==> run_1/power_grid.png <==
Scale bar: 20 um. Pins as bars on the die edge.
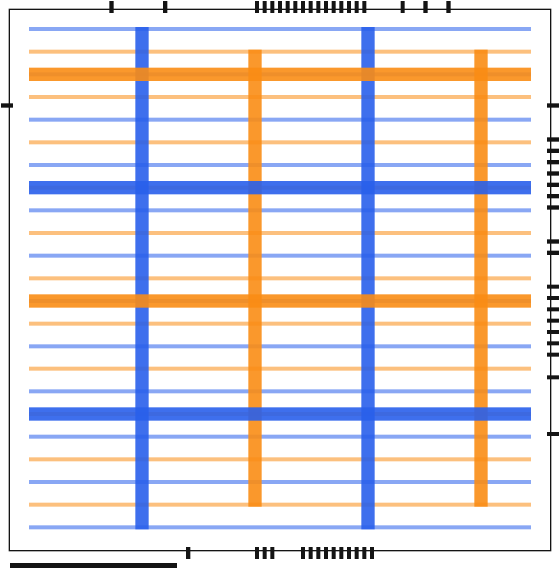
==> run_1/placement_by_type.png <==
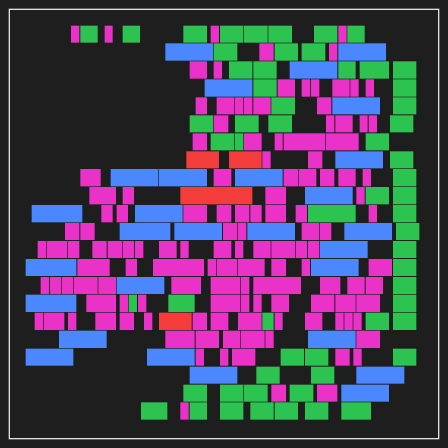
==> run_1/clk_routes.png <==
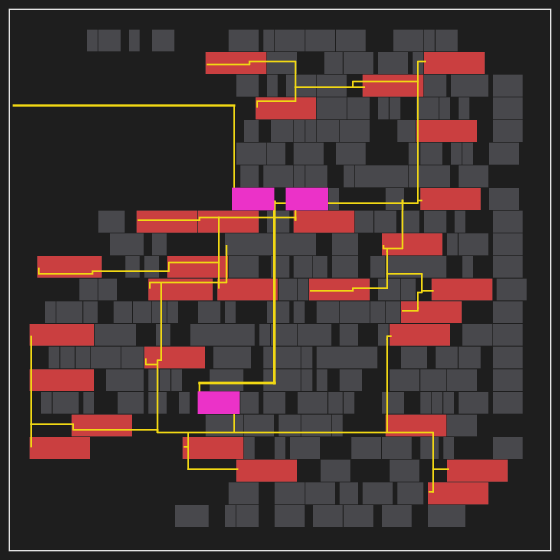
==> run_1/wires.png <==
Scale bar: 20 um.
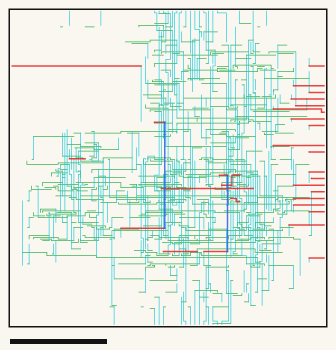
**config.mk**
```make
export PLATFORM = sky130hd
export DESIGN_NAME = auth_resp_ctrl
export DESIGN_NICKNAME = d
export VERILOG_FILES = /design/src/rtl/auth_resp_ctrl_pkg.sv /design/src/rtl/auth_resp_ctrl_ack_timer.sv /design/src/rtl/auth_resp_ctrl.sv
export SDC_FILE = /design/constraint.sdc
export NUM_CORES = 1
export LEC_CHECK = 0
export CORE_MARGIN = 2
export CORE_UTILIZATION = 40
export CTS_CLUSTER_SIZE = 20
export DETAILED_ROUTE_END_ITERATION = 7
export GPL_TIMING_DRIVEN = 0
export PLACE_DENSITY = 0.83
export SKIP_CTS_REPAIR_TIMING = 1
export SLEW_MARGIN = 20
export SYNTH_ARGS = -nofsm -noshare
export SYNTH_HDL_FRONTEND = slang
export SYNTH_SLANG_ARGS = --single-unit
export TNS_END_PERCENT = 1
```
**constraint.sdc**
```tcl
create_clock -name clk -period 2.1 [get_ports clk]
set_input_delay 0.42 -clock clk [delete_from_list [all_inputs] [get_ports clk]]
set_output_delay 0.42 -clock clk [all_outputs]
set_load 0.02 [all_outputs]
```
**src/rtl/auth_resp_ctrl_pkg.sv**
```systemverilog
// Shared protocol codes and types for the authentication responder sequencer:
// request/response/error codes, resp_sel encodings, FSM states and request validation.
package auth_resp_ctrl_pkg;

    localparam logic [7:0] SUPPORTED_VERSION        = 8'h01;

    localparam logic [7:0] REQ_GET_DIGESTS          = 8'h81;
    localparam logic [7:0] REQ_GET_CERTIFICATE      = 8'h82;
    localparam logic [7:0] REQ_CHALLENGE            = 8'h83;

    localparam logic [7:0] RSP_DIGESTS              = 8'h01;
    localparam logic [7:0] RSP_CERTIFICATE          = 8'h02;
    localparam logic [7:0] RSP_CHALLENGE_AUTH       = 8'h03;
    localparam logic [7:0] RSP_ERROR                = 8'h7F;

    localparam logic [7:0] ERR_NONE                 = 8'h00;
    localparam logic [7:0] ERR_INVALID              = 8'h01;
    localparam logic [7:0] ERR_UNSUPPORTED_PROTOCOL = 8'h02;
    localparam logic [7:0] ERR_UNSPECIFIED          = 8'h04;

    localparam logic [1:0] RESP_SEL_DIGESTS         = 2'd0;
    localparam logic [1:0] RESP_SEL_CERTIFICATE     = 2'd1;
    localparam logic [1:0] RESP_SEL_CHALLENGE_AUTH  = 2'd2;
    localparam logic [1:0] RESP_SEL_ERROR           = 2'd3;

    typedef enum logic [1:0] {
        ST_IDLE     = 2'd0,
        ST_WAIT_ACK = 2'd1,
        ST_RESP     = 2'd2
    } state_t;

    // Returns ERR_NONE for an acceptable request, else the error code to report.
    // Checks are in priority order: version, then type, then slot range.
    function automatic logic [7:0] check_request(
        input logic [7:0] version,
        input logic [7:0] msg_type,
        input logic [7:0] param1,
        input int         num_slots
    );
        logic [7:0] err;
        err = ERR_NONE;
        if (version != SUPPORTED_VERSION) begin
            err = ERR_UNSUPPORTED_PROTOCOL;
        end else if (msg_type != REQ_GET_DIGESTS && msg_type != REQ_GET_CERTIFICATE &&
                     msg_type != REQ_CHALLENGE) begin
            err = ERR_INVALID;
        end else if (msg_type != REQ_GET_DIGESTS && int'(param1) >= num_slots) begin
            err = ERR_INVALID;
        end
        return err;
    endfunction

endpackage

```
**src/rtl/auth_resp_ctrl_ack_timer.sv**
```systemverilog
// Responder ack timeout: saturating count of enable-high cycles, flags the
// cycle in which the enable has been high for ACK_TIMEOUT cycles.
module auth_ack_timer #(
    parameter int ACK_TIMEOUT = 16
) (
    input  logic clk,
    input  logic reset_L,
    input  logic clear,
    input  logic run,
    output logic expired
);
    logic [7:0] count_reg;

    always_ff @(posedge clk) begin
        if (!reset_L) begin
            count_reg <= 8'd0;
        end else if (clear) begin
            count_reg <= 8'd0;
        end else if (run && count_reg != 8'hFF) begin
            count_reg <= count_reg + 8'd1;
        end
    end

    // count_reg holds completed enable cycles; the current one completes at this edge.
    assign expired = run && (count_reg == 8'(ACK_TIMEOUT - 1));

endmodule

```
**src/rtl/auth_resp_ctrl.sv**
```systemverilog
// Sequencer for the digest/certificate/challenge responders: validates a request,
// enables one responder, waits for its ack under a timeout, then presents the response.
module auth_resp_ctrl
    import auth_resp_ctrl_pkg::*;
#(
    parameter int NUM_SLOTS   = 8,
    parameter int ACK_TIMEOUT = 16
) (
    input  logic       clk,
    input  logic       reset_L,
    input  logic       req_valid,
    output logic       req_ready,
    input  logic [7:0] req_version,
    input  logic [7:0] req_msg_type,
    input  logic [7:0] req_param1,
    output logic       digest_en,
    output logic       cert_en,
    output logic       chal_en,
    output logic [7:0] slot_sel,
    input  logic       digest_ack,
    input  logic       cert_ack,
    input  logic       chal_ack,
    output logic       resp_valid,
    input  logic       resp_ready,
    output logic [1:0] resp_sel,
    output logic [7:0] err_code
);
    state_t     state_reg, state_next;
    logic       req_ready_reg, req_ready_next;
    logic [2:0] en_reg, en_next;            // bit 0 digest, 1 cert, 2 chal
    logic [7:0] slot_sel_reg, slot_sel_next;
    logic       resp_valid_reg, resp_valid_next;
    logic [1:0] resp_sel_reg, resp_sel_next;
    logic [7:0] err_code_reg, err_code_next;
    logic [7:0] req_err;
    logic [2:0] ack_vec;
    logic [2:0] sel_ack;
    logic       timer_expired;

    assign ack_vec = {chal_ack, cert_ack, digest_ack};

    // Only the ack of the currently enabled responder counts.
    genvar gi;
    generate
        for (gi = 0; gi < 3; gi++) begin : g_ack
            assign sel_ack[gi] = en_reg[gi] & ack_vec[gi];
        end
    endgenerate

    auth_ack_timer #(
        .ACK_TIMEOUT(ACK_TIMEOUT)
    ) u_timer (
        .clk    (clk),
        .reset_L(reset_L),
        .clear  (state_reg != ST_WAIT_ACK),
        .run    (state_reg == ST_WAIT_ACK),
        .expired(timer_expired)
    );

    always_ff @(posedge clk) begin
        if (!reset_L) begin
            state_reg      <= ST_IDLE;
            req_ready_reg  <= 1'b0;
            en_reg         <= 3'b000;
            slot_sel_reg   <= 8'd0;
            resp_valid_reg <= 1'b0;
            resp_sel_reg   <= 2'd0;
            err_code_reg   <= 8'd0;
        end else begin
            state_reg      <= state_next;
            req_ready_reg  <= req_ready_next;
            en_reg         <= en_next;
            slot_sel_reg   <= slot_sel_next;
            resp_valid_reg <= resp_valid_next;
            resp_sel_reg   <= resp_sel_next;
            err_code_reg   <= err_code_next;
        end
    end

    always_comb begin
        state_next      = state_reg;
        en_next         = en_reg;
        slot_sel_next   = slot_sel_reg;
        resp_valid_next = resp_valid_reg;
        resp_sel_next   = resp_sel_reg;
        err_code_next   = err_code_reg;
        req_err         = check_request(req_version, req_msg_type, req_param1, NUM_SLOTS);

        case (state_reg)
            ST_IDLE: begin
                if (req_valid && req_ready_reg) begin
                    slot_sel_next = req_param1;
                    if (req_err != ERR_NONE) begin
                        state_next      = ST_RESP;
                        resp_valid_next = 1'b1;
                        resp_sel_next   = RESP_SEL_ERROR;
                        err_code_next   = req_err;
                    end else begin
                        state_next = ST_WAIT_ACK;
                        case (req_msg_type)
                            REQ_GET_DIGESTS:     en_next = 3'b001;
                            REQ_GET_CERTIFICATE: en_next = 3'b010;
                            default:             en_next = 3'b100;
                        endcase
                    end
                end
            end
            ST_WAIT_ACK: begin
                // Ack takes priority over a timeout landing in the same cycle.
                if (|sel_ack) begin
                    state_next      = ST_RESP;
                    en_next         = 3'b000;
                    resp_valid_next = 1'b1;
                    err_code_next   = ERR_NONE;
                    if (en_reg[1]) begin
                        resp_sel_next = RESP_SEL_CERTIFICATE;
                    end else if (en_reg[2]) begin
                        resp_sel_next = RESP_SEL_CHALLENGE_AUTH;
                    end else begin
                        resp_sel_next = RESP_SEL_DIGESTS;
                    end
                end else if (timer_expired) begin
                    state_next      = ST_RESP;
                    en_next         = 3'b000;
                    resp_valid_next = 1'b1;
                    resp_sel_next   = RESP_SEL_ERROR;
                    err_code_next   = ERR_UNSPECIFIED;
                end
            end
            ST_RESP: begin
                if (resp_ready) begin
                    state_next      = ST_IDLE;
                    resp_valid_next = 1'b0;
                    resp_sel_next   = 2'd0;
                    err_code_next   = ERR_NONE;
                end
            end
            default: begin
                state_next = ST_IDLE;
                en_next    = 3'b000;
            end
        endcase

        req_ready_next = (state_next == ST_IDLE);
    end

    assign req_ready  = req_ready_reg;
    assign digest_en  = en_reg[0];
    assign cert_en    = en_reg[1];
    assign chal_en    = en_reg[2];
    assign slot_sel   = slot_sel_reg;
    assign resp_valid = resp_valid_reg;
    assign resp_sel   = resp_sel_reg;
    assign err_code   = err_code_reg;

endmodule

```
==> impl_results.rst, run 1 <==
Physical design figures
=======================

.. list-table::
   :header-rows: 1

   * - Metric
     - Value
   * - Startpoint type of the worst setup path
     - flip-flop
   * - Setup WS post-layout
     - -164.7 ps
   * - Overall track demand over capacity in global routing
     - 16.73%
   * - Fin crit period
     - 2265 ps
   * - Antenna Cells
     - 0
   * - Worst hold-check path type
     - primary input to flip-flop
   * - Fraction of the mapped netlist area in simple logic gates
     - 25.84%
   * - Detailed-route wire length per cell
     - 13.42 um
   * - Number of setup violations in the final report
     - 7
   * - Core Util at FP
     - 41.08%
   * - Global-route wire length before repair
     - 5713 um
   * - Violated checks
     - negative setup slack
   * - Pre-Repair DR Iteration Count
     - 4
   * - Post-synthesis cell type with the largest instance count
     - nand2_1
   * - Setup Crit Path Kind
     - flip-flop to flip-flop
   * - Area fraction in compound gates after synthesis
     - 19.17%
   * - Global-route met3 utilization
     - 2.778%
   * - Total design power
     - 1.272 mW
   * - Total cell area reported by yosys after synthesis
     - 1481 um2
   * - Yosys cell count
     - 167
   * - Status
     - complete, but fails checks
   * - I/O pins
     - 54
   * - Layer with the highest usage after global routing
     - met2
   * - Clock transition at the register clock pins on the worst setup and hold paths after CTS
     - 100 ps
   * - Clk sink count
     - 28
   * - Maxcap violations
     - 0
   * - CP Data Required Time
     - 2320 ps
   * - Number of DRC violations after detailed routing
     - 0
   * - Vias per cell
     - 5.181
   * - Die span in x
     - 64.86 um
   * - Number of pins with negative max-slew slack in the final report
     - 0
   * - Relative max-transition margin
     - 48.03%
   * - Count of library flops with an enable pin
     - 0
   * - Top cells by area
     - dfxtp_1 38%, nand2_1 7.3%, a21boi_0 5.1%
   * - Actual slew at the worst max-slew pin
     - 779.6 ps
   * - Count of synthesis-stage warnings from yosys
     - 0
   * - Post-synthesis sequential element count
     - 28
   * - Overall die height
     - 64.86 um
   * - Max rail drop VDD
     - 290.1 uV
   * - Highest clock rate
     - 0.4416 GHz
   * - Flip-flop cell with the highest count after synthesis
     - dfxtp_1
   * - Netlist Area Pre-Place
     - 1481 um2
   * - Adder and majority cell fraction of the synthesized area
     - 4.223%
   * - Leading cell types by count after synthesis
     - 29 x nand2_1, 28 x dfxtp_1, 10 x a21boi_0
## Picture notes: power_grid.png
color	net
orange	VDD
blue	VSS
met5 straps	4
rows	22

## Picture notes: placement_by_type.png
color	class	cells	share of their area
magenta	combinational and other logic	132	42%
red	clock drivers and dummy loads	4	3.4%
green	other buffers and delay cells	59	28%
blue	flops	28	27%

## Picture notes: clk_routes.png
[yellow] clock wires | length: 369 um
[red] flip-flops | count: 28
[magenta] clock drivers | count: 3
flops lie	widely spread
routed clock nets	4

## Picture notes: wires.png
color	layer	wire length
green	metal 1	1520 um
blue	metal 4	37.4 um
red	metal 3	181 um
cyan	metal 2	1900 um

==> run 1: path summary, 6_finish.rpt <==
kind	cells after the start	from	slack, ps	end
max	6	u_timer.count_reg[5]$_SDFFE_PP0P_	-160	err_code[1]$_SDFFE_PN0P_
min reg2reg	2	err_code[0]$_SDFFE_PN0P_	460	err_code[0]$_SDFFE_PN0P_
max reg2reg	6	u_timer.count_reg[5]$_SDFFE_PP0P_	-160	err_code[1]$_SDFFE_PN0P_
min	3	reset_L	440	en_reg[0]$_SDFFE_PN0P_
==> run 1: worst max-delay path, cell delays in order (launching register included) <==
cell      delay [ps]
dfxtp_2          340
or4b_4           540
o311a_4          330
or3_4            350
a211oi_4         270
buf_12           160
mux2i_1          200
==> run 1: per-layer routing <==
layer,share of wire (%),wire [um],up-vias
met5,0,0,-
met4,1.0,37,0
met3,4.9,180,4
met2,52,1897,35
met1,42,1522,657
li1,-,-,708
==> run 1: power breakdown <==
part	total (mW)	switching, mW	internal [mW]
sequential	0.567	0.0134	0.553
clock	0.441	0.185	0.256
combinational	0.265	0.119	0.146
==> run 1: final cells by class <==
cell class | instances | area [um2]
Tap cell | 48 | 60.06
Fill cell | 324 | 1446
Inverter | 4 | 15.01
Sequential cell | 28 | 565.5
Multi-Input combinational cell | 128 | 869.6
Buffer | 11 | 85.08
Clock inverter | 1 | 30.03
Timing Repair Buffer | 48 | 493.0
Clock buffer | 3 | 41.29
==> run 1: through the flow <==
step	setup slack [ps]	setup TNS [ps]	cell area, um2	util, %
2_1_floorplan	-33.08	-198.5	1500	-
3_3_place_gp	-459.7	-5053	2031	56.32
3_5_place_dp	-505.0	-5484	2031	56.32
4_1_cts	-231.2	-2032	2102	58.29
5_1_grt	-204.0	-1296	2160	59.89
6_report	-164.7	-945.4	2160	59.89
==> run 1 -> run 2 <==
--- a/config.mk
+++ b/config.mk
@@ -5,6 +5,7 @@
 export SDC_FILE = /design/constraint.sdc
 export NUM_CORES = 1
 export LEC_CHECK = 0
+export ABC_CLOCK_PERIOD_IN_PS = 2100
 export CORE_MARGIN = 2
 export CORE_UTILIZATION = 40
 export CTS_CLUSTER_SIZE = 20
==> run_2/power_grid.png <==
Scale bar: 20 um. Pins as bars on the die edge.
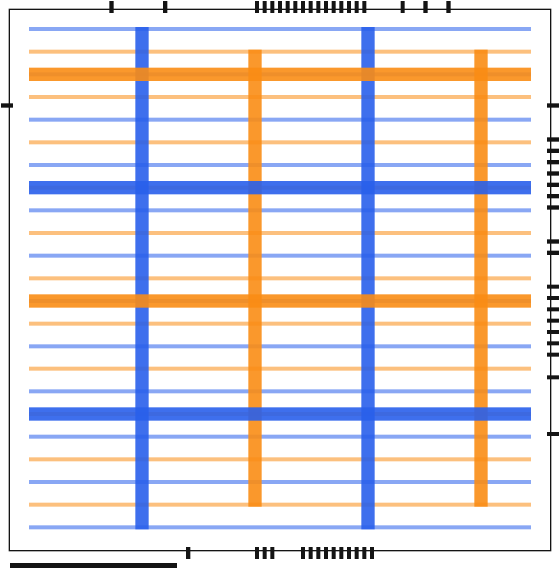
color	net
orange	VDD
blue	VSS
met4 straps	4
signal pins	54
met5 straps	4

==> run 2 against run 1 <==
  * Critical path depth is the same
  * Highest routed layer unchanged
  * Global-route usage unchanged
  * Via count stayed put
  * Sequential share of layout area did not move
  * Maximum frequency is the same
  * Clock power about the same
  * First-iteration DRC count unchanged
  * Sequential cell count unchanged
  * Non-clock buffer count did not move
  * The run still ends with negative setup slack left
  * Combinational power about the same
==> impl_results.rst, run 2 <==
Physical design figures
=======================

.. list-table::
   :header-rows: 1

   * - Metric
     - Value
   * - Number of fill cells
     - 324
   * - Maxcap violations
     - 0
   * - Antenna Cells
     - 0
   * - Relative max-transition margin
     - 48.03%
   * - Total design power
     - 1.272 mW
   * - Count of synthesis-stage warnings from yosys
     - 0
   * - Detailed-route wire length per cell
     - 13.42 um
   * - Status
     - complete, but fails checks
   * - Clk sink count
     - 28
   * - Core utilization of the finished layout
     - 59.89%
   * - CP max stage cell
     - or4b_4
   * - CP Data Required Time
     - 2320 ps
   * - Buffers and inverters on the worst path
     - 1
   * - Leading cell types by count after synthesis
     - 29 x nand2_1, 28 x dfxtp_1, 10 x a21boi_0
   * - Final total negative setup slack
     - -945.4 ps
   * - Worst hold-check path type
     - primary input to flip-flop
   * - Post-placement worst setup slack
     - -505.0 ps
   * - Overall die height
     - 64.86 um
   * - Startpoint type of the worst setup path
     - flip-flop
   * - Netlist Area Pre-Place
     - 1481 um2
   * - Total cell area reported by yosys after synthesis
     - 1481 um2
   * - Worst path depth
     - 6
   * - I/O pins
     - 54
   * - Flip-flop cell with the highest count after synthesis
     - dfxtp_1
   * - Multi-input logic area
     - 869.6 um2
   * - Yosys cell count
     - 167
   * - Violated checks
     - negative setup slack
   * - Clock transition at the register clock pins on the worst setup and hold paths after CTS
     - 100 ps
   * - Post-synthesis cell type with the largest instance count
     - nand2_1
   * - Worst path top cell family by delay
     - simple AND/OR/NAND/NOR gates
   * - Storage element area
     - 565.5 um2
   * - Top cells by area
     - dfxtp_1 38%, nand2_1 7.3%, a21boi_0 5.1%
   * - Setup Crit Path Kind
     - flip-flop to flip-flop
   * - Hold Crit Depth
     - 3
   * - Finished Cell Area
     - 2160 um2
   * - Global-route wire length before repair
     - 5713 um
   * - Max rail drop VDD
     - 290.1 uV
   * - Chain of cells forming the critical path
     - or4b_4 -> o311a_4 -> or3_4 -> a211oi_4 -> buf_12 -> mux2i_1
   * - Highest clock rate
     - 0.4416 GHz
   * - Number of setup violations in the final report
     - 7
   * - Depth of the worst register-to-register path
     - 6
   * - R2R setup slack
     - -160 ps
   * - Setup WS post-layout
     - -164.7 ps
   * - Number of DRC violations after detailed routing
     - 0
   * - Overall track demand over capacity in global routing
     - 16.73%
   * - Fin crit period
     - 2265 ps
==> run_2/placement_by_type.png <==
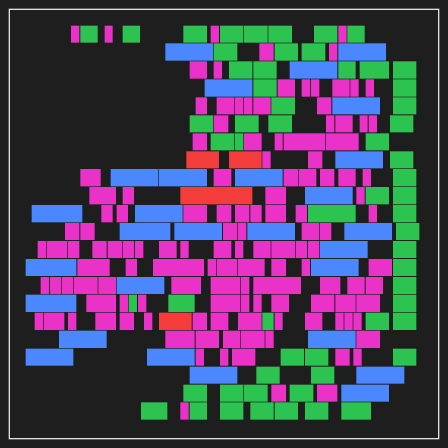
color	class	cells	share of their area
red	clock drivers and dummy loads	4	3.4%
green	other buffers and delay cells	59	28%
magenta	combinational and other logic	132	42%
blue	flops	28	27%

-- run 2: cell counts after synthesis --
No cell type changed its count.
-- run 2: power breakdown --
group	switching, mW	internal (mW)
sequential	0.0134	0.553
clock	0.185	0.256
combinational	0.119	0.146
-- run 2: layout make-up --
class / count / share of cell area [%]
multi-input combinational: 128 / 40.27
sequential: 28 / 26.19
timing repair buffer: 48 / 22.83
buffer: 11 / 3.940
tap: 48 / 2.781
clock buffer: 3 / 1.912
clock inverter: 1 / 1.390
inverter: 4 / 0.6952
-- run 2: logic make-up (layout without fill, tap and decap cells) --
kind of cell	after synthesis	in the layout	share of synthesized area, %
AND/OR/NAND/NOR	72	72	25.84
AND-OR/OR-AND	37	37	19.17
flip-flops	28	28	37.84
buffers and inverters	15	67	6.756
multiplexers	7	7	4.730
adder cells (fa/ha/maj)	5	5	4.223
XOR/XNOR	2	2	1.183
other	1	5	0.2531
-- run 2: worst paths after layout --
check | start | endpoint
setup reg to reg | u_timer.count_reg[5]$_SDFFE_PP0P_ | err_code[1]$_SDFFE_PN0P_
hold reg to reg | err_code[0]$_SDFFE_PN0P_ | err_code[0]$_SDFFE_PN0P_
setup / recovery | u_timer.count_reg[5]$_SDFFE_PP0P_ | err_code[1]$_SDFFE_PN0P_
hold / removal | reset_L | en_reg[0]$_SDFFE_PN0P_
-- run 2: worst reg2reg max path, cell delays in order (launching register included) --
cell	delay (ps)
dfxtp_2	340
or4b_4	540
o311a_4	330
or3_4	350
a211oi_4	270
buf_12	160
mux2i_1	200
-- run 2: per-layer routing --
metal	share of wire (%)	GRT usage, %	up-vias
li1	-	-	708
met1	42	19.53	657
met2	52	30.80	35
met3	4.9	2.778	4
met4	1.0	5.319	0
met5	0	0	-
==> run 2 -> run 3 <==
--- a/config.mk
+++ b/config.mk
@@ -8,7 +8,7 @@
 export ABC_CLOCK_PERIOD_IN_PS = 2100
 export CORE_MARGIN = 2
 export CORE_UTILIZATION = 40
-export CTS_CLUSTER_SIZE = 20
+export CTS_CLUSTER_SIZE = 40
 export DETAILED_ROUTE_END_ITERATION = 7
 export GPL_TIMING_DRIVEN = 0
 export PLACE_DENSITY = 0.83
==> run_3/congestion.png <==
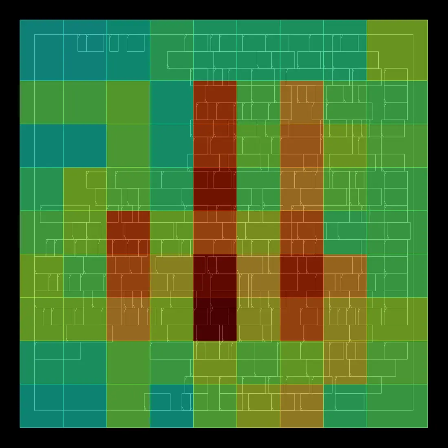
layer with the highest usage after global routing: met2
detailed-route wire length per cell: 13.42 um
met2 track utilization from global routing: 30.80%
GR met1 Demand/Resource: 19.53%
global-route met3 utilization: 2.778%

==> run 3 against run 2 <==
  * The run still ends with negative setup slack left
  * Sequential share of layout area is the same
  * Maximum frequency stayed put
  * Area after synthesis unchanged
  * Power unchanged
  * Register-to-register slack barely moved
  * Clock power hardly changed
  * Global-route usage stayed put
  * Design area unchanged
  * Sequential power hardly changed
  * Die area is the same
  * Clock skew unchanged
  * Critical endpoint unchanged
==> impl_results.rst, run 3 <==
Physical design figures
=======================

.. list-table::
   :header-rows: 1

   * - Metric
     - Value
   * - Setup Crit Path Kind
     - flip-flop to flip-flop
   * - Number of pins with negative max-slew slack in the final report
     - 0
   * - Fraction of the mapped netlist area in simple logic gates
     - 25.84%
   * - Netlist Area Pre-Place
     - 1481 um2
   * - Flip-flop cell with the highest count after synthesis
     - dfxtp_1
   * - Status
     - complete, but fails checks
   * - Post-placement worst setup slack
     - -505.0 ps
   * - Post-DP Area
     - 2031 um2
   * - Clock group total power
     - 0.441 mW
   * - Core Util at FP
     - 41.08%
   * - Highest clock rate
     - 0.4416 GHz
   * - Relative max-transition margin
     - 48.03%
   * - Adder and majority cell fraction of the synthesized area
     - 4.223%
   * - Final total negative setup slack
     - -945.4 ps
   * - Die span in x
     - 64.86 um
   * - Global-route wire length before repair
     - 5713 um
   * - Total cell area reported by yosys after synthesis
     - 1481 um2
   * - Number of setup violations in the final report
     - 7
   * - Setup WS post-layout
     - -164.7 ps
   * - Violated checks
     - negative setup slack
   * - Share of power burned in the clock network
     - 34.6%
   * - Area fraction in compound gates after synthesis
     - 19.17%
   * - Power consumed by sequential cells
     - 0.567 mW
   * - Sequential Power Share
     - 44.6%
   * - Number of fill cells
     - 324
   * - Core utilization of the finished layout
     - 59.89%
   * - Internal
     - 0.9552 mW
   * - Total design power
     - 1.272 mW
   * - Worst hold-check path type
     - primary input to flip-flop
   * - Multiplexer area fraction after synthesis
     - 4.730%
==> run_3/wires.png <==
Scale bar: 20 um.
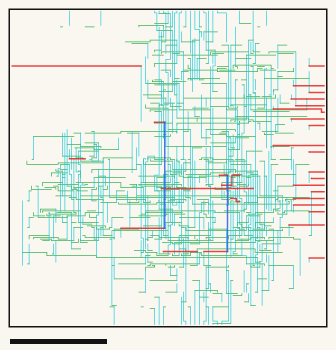
color	layer	wire length
red	metal 3	181 um
cyan	metal 2	1900 um
green	metal 1	1520 um
blue	metal 4	37.4 um

run 3: cell counts in the layout (fill, tap and decap cells not counted):
Identical to the previous run, type by type.
run 3: final timing paths:
path	end	startpoint	slack, ps
worst max-delay path	err_code[1]$_SDFFE_PN0P_	u_timer.count_reg[5]$_SDFFE_PP0P_	-160
worst min-delay path	en_reg[0]$_SDFFE_PN0P_	reset_L	440
worst min register to register	err_code[0]$_SDFFE_PN0P_	err_code[0]$_SDFFE_PN0P_	460
worst max register to register	err_code[1]$_SDFFE_PN0P_	u_timer.count_reg[5]$_SDFFE_PP0P_	-160
run 3: metal layers:
metal	wire (um)	GRT usage [%]	vias to the layer above	share of wire, %
met4	37	5.319	0	1.0
met3	180	2.778	4	4.9
met2	1897	30.80	35	52
met5	0	0	-	0
li1	-	-	708	-
met1	1522	19.53	657	42
run 3: final cells by class:
class                           count  area, um2  area share (%)
Multi-Input combinational cell    128      869.6           40.27
Tap cell                           48      60.06           2.781
Clock buffer                        3      41.29           1.912
Clock inverter                      1      30.03           1.390
Buffer                             11      85.08           3.940
Inverter                            4      15.01          0.6952
Sequential cell                    28      565.5           26.19
Timing Repair Buffer               48      493.0           22.83
run 3: kinds of logic after synthesis:
| kind of cell | after synthesis |
|---|---|
| AND/OR/NAND/NOR | 72 |
| AND-OR/OR-AND | 37 |
| multiplexers | 7 |
| other | 1 |
| flip-flops | 28 |
| buffers and inverters | 15 |
| XOR/XNOR | 2 |
| adder cells (fa/ha/maj) | 5 |
run 3: worst max-delay path: stages, from the launching register on:
cell,delay [ps]
dfxtp_2,340
or4b_4,540
o311a_4,330
or3_4,350
a211oi_4,270
buf_12,160
mux2i_1,200
No activity file was given, so power comes from the tool's default toggle rates.
